## config.mk

```make
export PLATFORM = sky130hd
export DESIGN_NAME = player_life_manager
export DESIGN_NICKNAME = d
export VERILOG_FILES = /design/src/rtl/player_life_manager.sv
export SDC_FILE = /design/constraint.sdc
export NUM_CORES = 1
export LEC_CHECK = 0
export CELL_PAD_IN_SITES_DETAIL_PLACEMENT = 0
export CELL_PAD_IN_SITES_GLOBAL_PLACEMENT = 2
export CORE_ASPECT_RATIO = 1.1
export CORE_UTILIZATION = 33
export CTS_CLUSTER_SIZE = 14
export DETAILED_ROUTE_END_ITERATION = 10
export PLACE_DENSITY = 0.78
export SLEW_MARGIN = 20
export SYNTH_ARGS = -nofsm -noshare
export SYNTH_HDL_FRONTEND = slang
export SYNTH_SLANG_ARGS = --single-unit
```

## constraint.sdc

```tcl
create_clock -name clk -period 6.99 [get_ports clk]
set_clock_uncertainty 0.15 [all_clocks]
set_input_delay 0.699 -clock clk [delete_from_list [all_inputs] [get_ports clk]]
set_output_delay 0.699 -clock clk [all_outputs]
set_load 0.05 [all_outputs]
```

## src/rtl/player_life_manager.sv

```systemverilog
// player_life_manager: tracks lives, BCD score, post-hit invulnerability/blink and game state.
module player_life_manager #(
  parameter int INIT_LIVES    = 3,
  parameter int INVULN_FRAMES = 60,
  parameter int BLINK_FRAMES  = 4,
  parameter int ENEMY_POINTS  = 5,
  parameter int WALL_POINTS   = 1
) (
  input  logic        clk,
  input  logic        resetN,
  input  logic        startOfFrame,
  input  logic        start_game,
  input  logic        player_hit,
  input  logic        enemy_killed,
  input  logic        wall_destroyed,
  output logic [2:0]  lives,
  output logic [11:0] score_bcd,
  output logic        invulnerable,
  output logic        player_blink,
  output logic        game_active,
  output logic        game_over
);
  typedef enum logic [1:0] {IDLE, PLAY, INVULN, GAME_OVER} state_t;
  state_t state, state_n;
  logic [2:0]  lives_n;
  logic [11:0] score_n, score_sum;
  logic [7:0]  invuln_cnt, invuln_n;
  logic [3:0]  blink_cnt, blink_n;
  logic        blink_q_n;
  logic [4:0]  add, us, ts, hs;
  logic [1:0]  c1;
  logic        c2;
  logic [3:0]  u1, t1;
  // BCD add of at most 18 with decimal carry; a hundreds overflow saturates to 999
  always_comb begin
    add = (enemy_killed ? 5'(ENEMY_POINTS) : 5'd0) + (wall_destroyed ? 5'(WALL_POINTS) : 5'd0);
    us = {1'b0, score_bcd[3:0]} + add;
    c1 = us >= 5'd20 ? 2'd2 : us >= 5'd10 ? 2'd1 : 2'd0;
    u1 = 4'(us - 5'(c1) * 5'd10);
    ts = {1'b0, score_bcd[7:4]} + 5'(c1);
    c2 = ts >= 5'd10;
    t1 = 4'(c2 ? ts - 5'd10 : ts);
    hs = {1'b0, score_bcd[11:8]} + 5'(c2);
    score_sum = hs >= 5'd10 ? 12'h999 : {hs[3:0], t1, u1};
  end
  always_comb begin
    state_n = state;
    lives_n = lives;
    score_n = score_bcd;
    invuln_n = invuln_cnt;
    blink_n = blink_cnt;
    blink_q_n = player_blink;
    case (state)
      IDLE, GAME_OVER: if (start_game) begin
        state_n = PLAY;
        lives_n = 3'(INIT_LIVES);
        score_n = 12'h000;
      end
      PLAY: begin
        score_n = score_sum;
        if (player_hit) begin
          if (lives > 3'd1) begin
            state_n = INVULN;
            lives_n = lives - 3'd1;
            invuln_n = 8'(INVULN_FRAMES);
            blink_n = 4'd0;
            blink_q_n = 1'b0;
          end else begin
            state_n = GAME_OVER;
            lives_n = 3'd0;
          end
        end
      end
      INVULN: begin
        score_n = score_sum;
        if (startOfFrame) begin
          invuln_n = invuln_cnt - 8'd1;
          if (invuln_cnt == 8'd1) begin
            state_n = PLAY;
            blink_q_n = 1'b0;
          end else begin
            blink_n = blink_cnt == 4'(BLINK_FRAMES - 1) ? 4'd0 : blink_cnt + 4'd1;
            blink_q_n = blink_cnt == 4'(BLINK_FRAMES - 1) ? ~player_blink : player_blink;
          end
        end
      end
      default: state_n = IDLE;
    endcase
  end
  always_ff @(posedge clk) begin
    if (!resetN) begin
      state <= IDLE;
      lives <= 3'd0;
      score_bcd <= 12'h000;
      invuln_cnt <= 8'd0;
      blink_cnt <= 4'd0;
      player_blink <= 1'b0;
    end else begin
      state <= state_n;
      lives <= lives_n;
      score_bcd <= score_n;
      invuln_cnt <= invuln_n;
      blink_cnt <= blink_n;
      player_blink <= blink_q_n;
    end
  end
  assign invulnerable = state == INVULN;
  assign game_active = state == PLAY || state == INVULN;
  assign game_over = state == GAME_OVER;
endmodule

```

==> run notes, run 1 <==
Update from the flow run.

Summing all placed instances gives a cell area of 2410 µm². Setup repair after global routing left no endpoint under its margin. The initial antenna violation count is 0. The hold violation total from the final report is 0. Power spread over the standard cell area amounts to 410.5 nW/µm². The share of the core filled with cells is 40.49%. After clock tree synthesis, the flow added hold-fix buffers numbering 0. The I/O pin count is 26.

The placement-stage worst setup slack is 467.9 ps. Setup slack on the critical path of the routed design comes to 756.6 ps. The OpenROAD report gives the critical path a data arrival time of 6280 ps. From bottom edge to top edge, the die measures 85.66 µm.

The most frequent logic cell in the layout is sky130_fd_sc_hd__dfxtp_1. The total number of yosys warnings is 0. The tightest min-delay check is of the reg -> reg type. The top cell type's share of synthesized area is 28.61%.

The final critical path takes up 89.18% of the cycle. The leakage dissipation is 0.9235 nW. The count of unresolved DRC violations after routing is 0. The count of cells resized by post-cts repair is 0. Per STA, the library cell used most along the worst path is sky130_fd_sc_hd__ha_1. The routed design could run at a clock period as short as 6233 ps. The half-perimeter wire length after placement is 3551 µm.

For this run, the register share of the synthesized area comes to 28.61%. STA classifies the critical path endpoint as a flip-flop. For reference, the final report shows the max-slew violation count at 0. After routing, the total negative slack on setup checks comes to 0 ps.

Ranked by total cell area, the synthesized netlist is headed by sky130_fd_sc_hd__dfxtp_1 29%, sky130_fd_sc_hd__ha_1 9.5%, sky130_fd_sc_hd__a21oi_1 5.0%. The chip footprint is 6685 µm². The detailed-route wire length per cell is 13.39 µm.

The total non-filler cell area in the finished layout is 2492 µm². The depth of the critical timing path with buffers and inverters included is 25. The clock passes through at most 2 buffers. The buffering stage count on the worst path with inverters included is 5. The slowest cell on the critical path is sky130_fd_sc_hd__clkdlybuf4s50_1. For this run, the detailed router reports a per-instance via density of 5.269. Looking at the VDD voltage map, the peak drop is 0.0001848 V.

The number of setup buffers added after CTS is 0. The run finished with clean final reports. The level count of the clock H-tree is 2. The kind of cell adding the most delay to the critical path is adder cells. The count of distinct cell types in the synthesized netlist is 58.

The number of cell instances after yosys synthesis is 256. The post-synth count of flops with an enable pin is 0. At the end of the flow, the number of nets in the layout was 304.

sky130_fd_sc_hd__dfxtp_1 takes more of the synthesized area than any other cell. The total track usage is 15.74%. The share of the core area taken by cells at floorplan is 34.11%.

On the worst path, the slowest cell contributes a delay of 490 ps. Per the TritonCTS log, the buffer count is 5. The transition time at the pin with the least slew margin is 825.9 ps. For the worst setup path, the data required time is 7040 ps. The post-synthesis instance total is 256.

The fraction of final layout cells with drive strength greater than 1 is 6.859%. The cell area after synthesis is 2100 µm². Measured along the x axis, the die boundary spans 78.05 µm. The commonest cells after synthesis are 30 x sky130_fd_sc_hd__dfxtp_1, 24 x sky130_fd_sc_hd__inv_1, 21 x sky130_fd_sc_hd__a21oi_1. In this run the clock root is driven by a sky130_fd_sc_hd__clkbuf_8. The final weighted congestion in routability-driven placement is 0.7262. The skew report gives the latency at the later pin of the worst-skew pair as 280 ps. Clock tree synthesis found a total of 30 sinks. The type of element launching the critical path is an input pin. The relative max-transition margin is 44.88%. Leaving out fill and tap cells, the most frequent cells in the layout are 30 x sky130_fd_sc_hd__dfxtp_1, 25 x sky130_fd_sc_hd__clkdlybuf4s50_1, 24 x sky130_fd_sc_hd__inv_1. The iteration tally of the first detailed-router pass is 4.

The number of global-route vias before repair was 1,737. The number of warning messages in the logs is 30. The final tally of setup violations is 0. The cell depth of the worst hold path is 2.

The maximum fanout along the worst path is 7. The final antenna-violating net count is 0. The clock transition at the registers of the reported paths is 60 ps. The placeable core region is 6156 µm². The first global-routing pass estimated 8383 µm of wire. The top achievable clock speed is 160.4 MHz. The average instance in the mapped netlist occupies 8.201 µm². The final antenna diode tally reported by the flow is 0. The area figure in the yosys stat output is 2100 µm². The flow measured a signed area growth from synthesis to layout of 18.71%. The number of nets in the synthesized netlist is 282. Port buffering added 25 buffers. Yosys reported that registers with async set or reset make up 0%. The clock tree from TritonCTS is yes. For this run the aggregate overflow at the end of global routing stands at 0. For this run, the leading register cell type out of synthesis is sky130_fd_sc_hd__dfxtp_1. The worst register-to-register path has a depth of 24. In the setup report, the worst path falls into the class in -> reg. The synthesis-stage register bit count is 30.
==> run 1: flip-flops by register name, indices dropped and copies added, names as in the netlist <==
register	flops
invuln_cnt	8
blink_cnt	4
state	2
lives	3
score_bcd	12
player_blink	1
==> run 1: worst reg2reg max path: stages, from the launching register on <==
cell                       delay, ps
sky130_fd_sc_hd__dfxtp_1         370
sky130_fd_sc_hd__inv_1            70
sky130_fd_sc_hd__fa_1            390
sky130_fd_sc_hd__inv_1            70
sky130_fd_sc_hd__ha_1            230
sky130_fd_sc_hd__nor3_1           80
sky130_fd_sc_hd__a22o_1          240
sky130_fd_sc_hd__a211o_1         260
sky130_fd_sc_hd__nor2_1          170
sky130_fd_sc_hd__ha_1            240
sky130_fd_sc_hd__inv_1            70
sky130_fd_sc_hd__fa_1            440
sky130_fd_sc_hd__xor2_1          200
sky130_fd_sc_hd__ha_1            290
sky130_fd_sc_hd__a211oi_1         80
sky130_fd_sc_hd__o31a_1          290
sky130_fd_sc_hd__a21oi_1         240
sky130_fd_sc_hd__inv_1            70
sky130_fd_sc_hd__ha_1            230
sky130_fd_sc_hd__ha_1            310
sky130_fd_sc_hd__nand2b_1        150
sky130_fd_sc_hd__a31o_2          250
sky130_fd_sc_hd__and3_1          210
sky130_fd_sc_hd__or3_1           330
sky130_fd_sc_hd__a21oi_1         140
==> run 1: per-layer routing <==
metal,global-route usage [%],vias up,wire [µm]
li1,-,975,-
met1,20.44,876,2318
met2,26.24,25,2292
met3,2.979,5,108
met4,5.051,0,61
met5,0,-,0
==> run 1: logic make-up (layout without fill, tap and decap cells) <==
family	Yosys count	count (layout)	synth area share, %
xor gates and xnor gates	10	10	4.172
AOI/OAI and AO/OA	76	76	25.63
and+or+nand+nor	83	83	21.10
buffers and inverters	34	55	6.198
adders and majority gates	19	19	12.40
DFF	30	30	28.61
muxes	4	4	1.907
==> run 1: through the flow <==
stage,total power (W),std cells,hold WS (ps)
5_1_grt,0.001114,357,362.2
3_5_place_dp,0.0008925,351,335.6
3_3_place_gp,0.0008991,351,335.0
4_1_cts,0.001038,357,347.4
6_report,0.001023,357,345.7
2_1_floorplan,0.0007434,256,317.6
==> run 1: worst paths after layout <==
path	from	to	slack (ps)
hold / removal	score_bcd[1]	score_bcd[1]	350
setup reg to reg	score_bcd[0]	score_bcd[1]	1350
hold reg to reg	score_bcd[1]	score_bcd[1]	350
setup / recovery	enemy_killed	score_bcd[1]	760
==> run 1: power breakdown <==
group | switching (W) | leakage (nW) | internal, W
clock network | 0.0000611 | 0.0431 | 0.0000758
logic | 0.000374 | 0.635 | 0.000239
registers | 0.0000522 | 0.245 | 0.000220
total | 0.000488 | 0.924 | 0.000536
==> run 1: layout make-up <==
type	instances	area, µm²
fill	641	3664
multi-input combinational	192	1369
sequential	30	600.6
timing repair buffer	25	250.2
tap	80	100.1
inverter	24	90.09
clock buffer	6	82.58
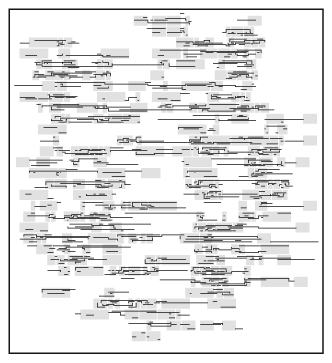
Run 1: the metal 1 layer
Scale: 4 px per µm. Cells faint in the background.
main direction	horizontal
share of all routed wire	48%
global routing met1 resource utilization: 20.44%
final WL: 4781 µm
routed via count: 1,881

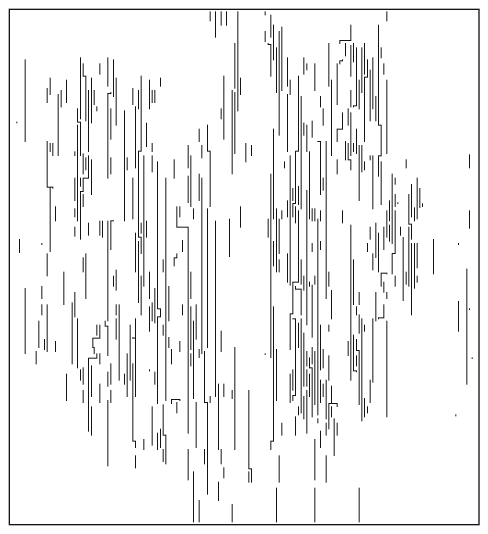
Run 1: met2 routing
Scale: 6 px per µm.
share of all routed wire	48%
nets with wire on the layer	242
longest straight run	37.1 µm
wire length on this layer	2,290 µm
main direction	vertical

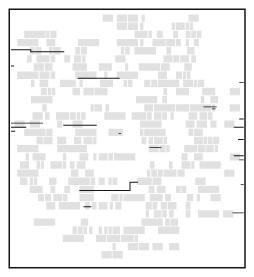
Run 1: the metal 3 layer
Scale: 3 px per µm. Cells faint in the background.
longest straight run	16.8 µm
nets with wire on the layer	18
wire length on this layer	108 µm
met3 demand-to-capacity share in global routing: 2.979%

Run 1, I/O pins on the die edge:
Scale: 6 px per µm. Pins as bars across the die edge, other pins in gray.
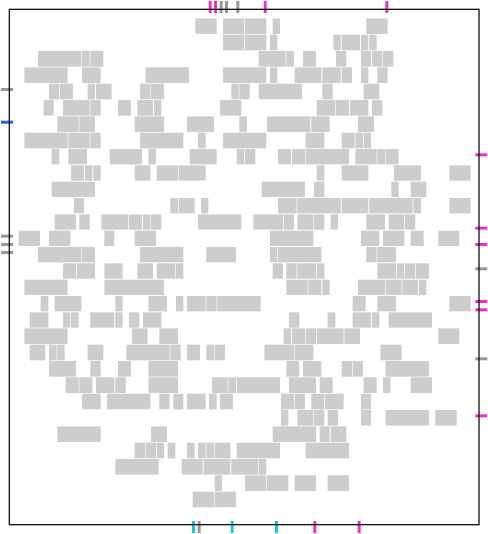

==> run 2, diff against run 1 <==
--- a/config.mk
+++ b/config.mk
@@ -8,10 +8,11 @@
 export CELL_PAD_IN_SITES_DETAIL_PLACEMENT = 0
 export CELL_PAD_IN_SITES_GLOBAL_PLACEMENT = 2
 export CORE_ASPECT_RATIO = 1.1
-export CORE_UTILIZATION = 33
+export CORE_UTILIZATION = 36
 export CTS_CLUSTER_SIZE = 14
 export DETAILED_ROUTE_END_ITERATION = 10
-export PLACE_DENSITY = 0.78
+export PLACE_DENSITY = 0.84
+export SETUP_SLACK_MARGIN = 0.1
 export SLEW_MARGIN = 20
 export SYNTH_ARGS = -nofsm -noshare
 export SYNTH_HDL_FRONTEND = slang
==> constraint.sdc (replaced) <==
create_clock -name clk -period 8 [get_ports clk]
set_clock_uncertainty 0.15 [all_clocks]
set_input_delay 0.8 -clock clk [delete_from_list [all_inputs] [get_ports clk]]
set_output_delay 0.8 -clock clk [all_outputs]
set_load 0.05 [all_outputs]
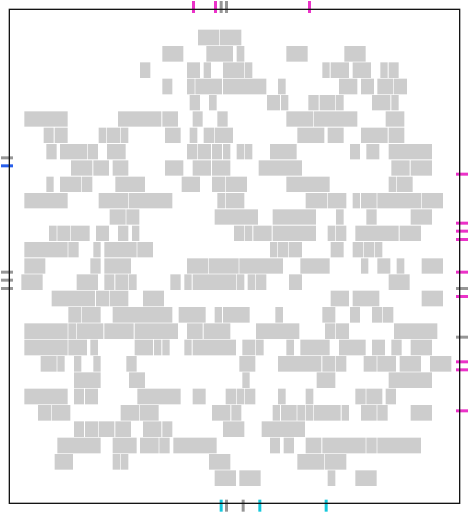
Run 2: I/O pins on the die edge
Scale: 6 px per µm. Pins as bars across the die edge, other pins in gray.
port	color	pins	direction	edge
lives	cyan	3	output	bottom
resetN	blue	1	input	left
score_bcd	magenta	12	output	9 right, 3 top
all pins by edge	11 right, 5 left, 5 top, 5 bottom
Die Ht: 82.10 µm
width of the chip: 74.82 µm
count of input and output buffers: 25

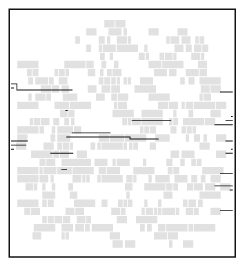
Run 2: the metal 3 layer
Scale: 3 px per µm. Cells faint in the background.
final WL: 4859 µm
met3 demand-to-capacity share in global routing: 3.277%
routed via count: 1,896

==> run 2 against run 1 <==
  * Cell area fell by 0.25%
  * Register-to-register slack improved by 970 ps
  * First-iteration DRC count rose by 6.1%
  * Clock-buffer cell count did not move
  * Cell count fell by 1.4%
  * Critical endpoint is now score_bcd[2]
==> run notes, run 2 <==
Update from the flow run.

The total non-filler cell area in the finished layout is 2486 µm² (-0.25%). STA classifies the critical path endpoint as a flip-flop. The fraction of final layout cells with drive strength greater than 1 is 6.859% (unchanged).

The worst stage delay on the critical path was 480 ps (about the same). The row count is 28. The top cell type's share of synthesized area was 28.61% (unchanged). The post-synthesis instance total is 256 (unchanged). The power per cell area is 359.9 nW/µm² (-12%). The initial core utilization is 38.17% (+4.1 points). The count of unresolved DRC violations after routing is 0 (unchanged).

The cell area after synthesis is 2100 µm² (unchanged). The detailed-route wire length per cell was 13.80 µm (+3.1%). The run finished with clean final reports.

The total number of yosys warnings is 0 (unchanged). Among logic cells in the layout, the one with the most instances is sky130_fd_sc_hd__dfxtp_1. Leaving out fill and tap cells, the most frequent cells in the layout are 30 x sky130_fd_sc_hd__dfxtp_1, 25 x sky130_fd_sc_hd__clkdlybuf4s50_1, 24 x sky130_fd_sc_hd__inv_1. The detail-routed via count per cell is 5.386 (+2.2%). The sequential cell area is 600.6 µm² (unchanged). The count of cells resized by post-cts repair is 0 (unchanged). The final global-route overflow total was 0 (unchanged). The initial antenna violation count came to 0 (unchanged). Setup repair after global routing left no endpoint under its margin.

The clock period could shrink to 6360 ps. The number of global-route vias before repair was 1,713 (-1.4%). The number of antenna cells inserted is 0 (unchanged). The timing report shows the most common cell along the critical path to be sky130_fd_sc_hd__ha_1.

The I/O pin count is 26 (unchanged). The post-CTS repair timing setup buffer count was 0 (unchanged). Per the CTS log, the root buffer master is sky130_fd_sc_hd__clkbuf_8. The hold violation total from the final report is 0 (unchanged). The half-perimeter wire length after placement is 3623 µm (+2.0%). The placed standard-cell area is 2404 µm² (-0.26%).

The final layout net count came to 304 (unchanged). The top flip-flop cell by instance count after synthesis is sky130_fd_sc_hd__dfxtp_1. The aggregate negative setup slack is 0 ps (unchanged).

The post-layout period usage of the worst path is 79.50%. The post-synthesis area per instance is 8.201 µm² (unchanged). The maximum fanout along the worst path was 7 (unchanged). The iteration tally of the first detailed-router pass is 4 (unchanged).

The final antenna-violating net count was 0 (unchanged). The placeable core region is 5500 µm² (-11%). The number of max-slew violations in the final report came to 0 (unchanged). The transition time at the pin with the least slew margin came to 799.1 ps (-26.79 ps). The count of distinct cell types in the synthesized netlist is 58 (unchanged).

The logic area is 1369 µm² (unchanged). The largest registers in the layout are score_bcd (12), invuln_cnt (8), blink_cnt (4). The critical path arrival is 6410 ps (+130 ps). The fill cell total of the finished layout came to 572 (-11%).

The wire length of the first global-routing pass was 8121 µm (-3.1%). TritonCTS built the clock tree. The proportion of register bits with asynchronous set or reset after synthesis came to 0% (unchanged). The number of cell instances after yosys synthesis came to 256 (unchanged). The total track usage is 17.27% (+1.5 points). The total clock buffers created by CTS is 5 (unchanged). The leakage dissipation is 0.9235 nW (unchanged). The clock transition at the registers of the reported paths is 60 ps (about the same). The area figure in the yosys stat output is 2100 µm² (unchanged).

The flow measured a signed area growth from synthesis to layout of 18.41%. The number of max-cap violations is 0. The sequential fraction of the synthesis area is 28.61% (unchanged). Entering global routing, the biggest net connects 25 pins.

The floorplan net count was 282 (unchanged). Sorting the synthesized cells by area gives the leading types as sky130_fd_sc_hd__dfxtp_1 29%, sky130_fd_sc_hd__ha_1 9.5%, sky130_fd_sc_hd__a21oi_1 5.0%. The top cell type by total area after synthesis is sky130_fd_sc_hd__dfxtp_1. Sorting the synthesized cells by how often they occur yields 30 x sky130_fd_sc_hd__dfxtp_1, 24 x sky130_fd_sc_hd__inv_1, 21 x sky130_fd_sc_hd__a21oi_1. For this run the top cell type by instance count after synthesis was sky130_fd_sc_hd__dfxtp_1. The chip footprint is 6142 µm² (-8.1%). The worst IR drop on VDD was 0.0001872 V (+1.3%). The relative max-transition margin is 46.67% (+1.8 points). The count of library flops with an enable pin is 0 (unchanged). The buffer levels on the longest clock path was 2 (unchanged).

The flip-flop count of the largest register after layout was 12 (unchanged). The register with the most flip-flops in the final layout is score_bcd. The synthesis-stage register bit count is 30 (unchanged). The level count of the clock H-tree came to 2 (unchanged). The insertion delay at the late pin of the worst-skew pair is 280 ps (about the same). The final weighted congestion in routability-driven placement came to 0.8220 (+13%). The category of the critical setup timing path is in -> reg. The flow reports an fmax of 157.2 MHz. The slowest cell on the critical path is sky130_fd_sc_hd__clkdlybuf4s50_1. The number of warning messages in the logs is 30 (unchanged). The number of buffers added to fix hold violations after cts is 0 (unchanged). The required time at the worst-slack endpoint is 8050 ps (+1010 ps). The violation count after the first detailed-routing iteration is 70. The worst setup path is launched from an input pin. The final tally of setup violations is 0 (unchanged). The type of the worst min-delay path is reg -> reg.

The number of clock sinks seen by CTS is 30 (unchanged).
[run 2: cell counts after synthesis]
No cell type changed its count.
[run 2: worst max-delay path: cells and delay by family]
kind                     cells  cell delay [ps]
AND-OR/OR-AND                8             1630
XOR/XNOR                     1              200
adder cells (fa/ha/maj)      7             2180
buffers and inverters        5              760
AND/OR/NAND/NOR              4              830
[run 2: path summary, 6_finish.rpt]
kind / start / endpoint / slack, ps / cells past startpoint
worst max-delay path: enemy_killed / score_bcd[2] / 1640 / 25
worst min-delay path: blink_cnt[1] / blink_cnt[1] / 350 / 2
worst max register to register: score_bcd[0] / score_bcd[2] / 2320 / 24
worst min register to register: blink_cnt[1] / blink_cnt[1] / 350 / 2
[run 2: logic make-up after synthesis]
| family | count (synthesis) | share of synthesized area [%] |
|---|---|---|
| and+or+nand+nor | 83 | 21.10 |
| AOI/OAI and AO/OA | 76 | 25.63 |
| buffers and inverters | 34 | 6.198 |
| DFF | 30 | 28.61 |
| adders and majority gates | 19 | 12.40 |
| xor gates and xnor gates | 10 | 4.172 |
| muxes | 4 | 1.907 |
[run 2: routing by layer]
layer / up-vias / track usage [%] / share of wire, %
li1: 972 / - / -
met3: 5 / 3.277 / 2.7
met1: 895 / 22.36 / 47
met2: 24 / 29.19 / 49
met5: - / 0 / 0
met4: 0 / 4.528 / 0.70
[run 2: power by group]
group | internal (W) | total (W) | switching (W)
sequential | 0.000193 | 0.000239 | 0.0000461
clock | 0.0000662 | 0.000120 | 0.0000539
combinational | 0.000209 | 0.000536 | 0.000327
total | 0.000468 | 0.000895 | 0.000427
[run 2: metrics by stage]
step                      hold slack, ps  setup WS, ps  utilization, %  power (W)  instances
final                              347.2          1640           45.20  0.0008948        352
after global routing               385.9          1165           45.20  0.0009707        352
after CTS                          347.1          1641           45.20  0.0009097        352
after detailed placement           335.6          1378           43.70  0.0007832        346
after global placement             333.8          1514           43.70  0.0007869        346
after floorplan                    317.6          2379               -  0.0006495        256
[run 2: area by class of cell]
cell class	count	area share, %
timing repair buffer	25	10.07
inverter	24	3.624
sequential	30	24.16
tap	75	3.775
multi-input combinational	192	55.06
clock buffer	6	3.322
Power figures rest on the tool's default switching activity, not on a simulated workload.
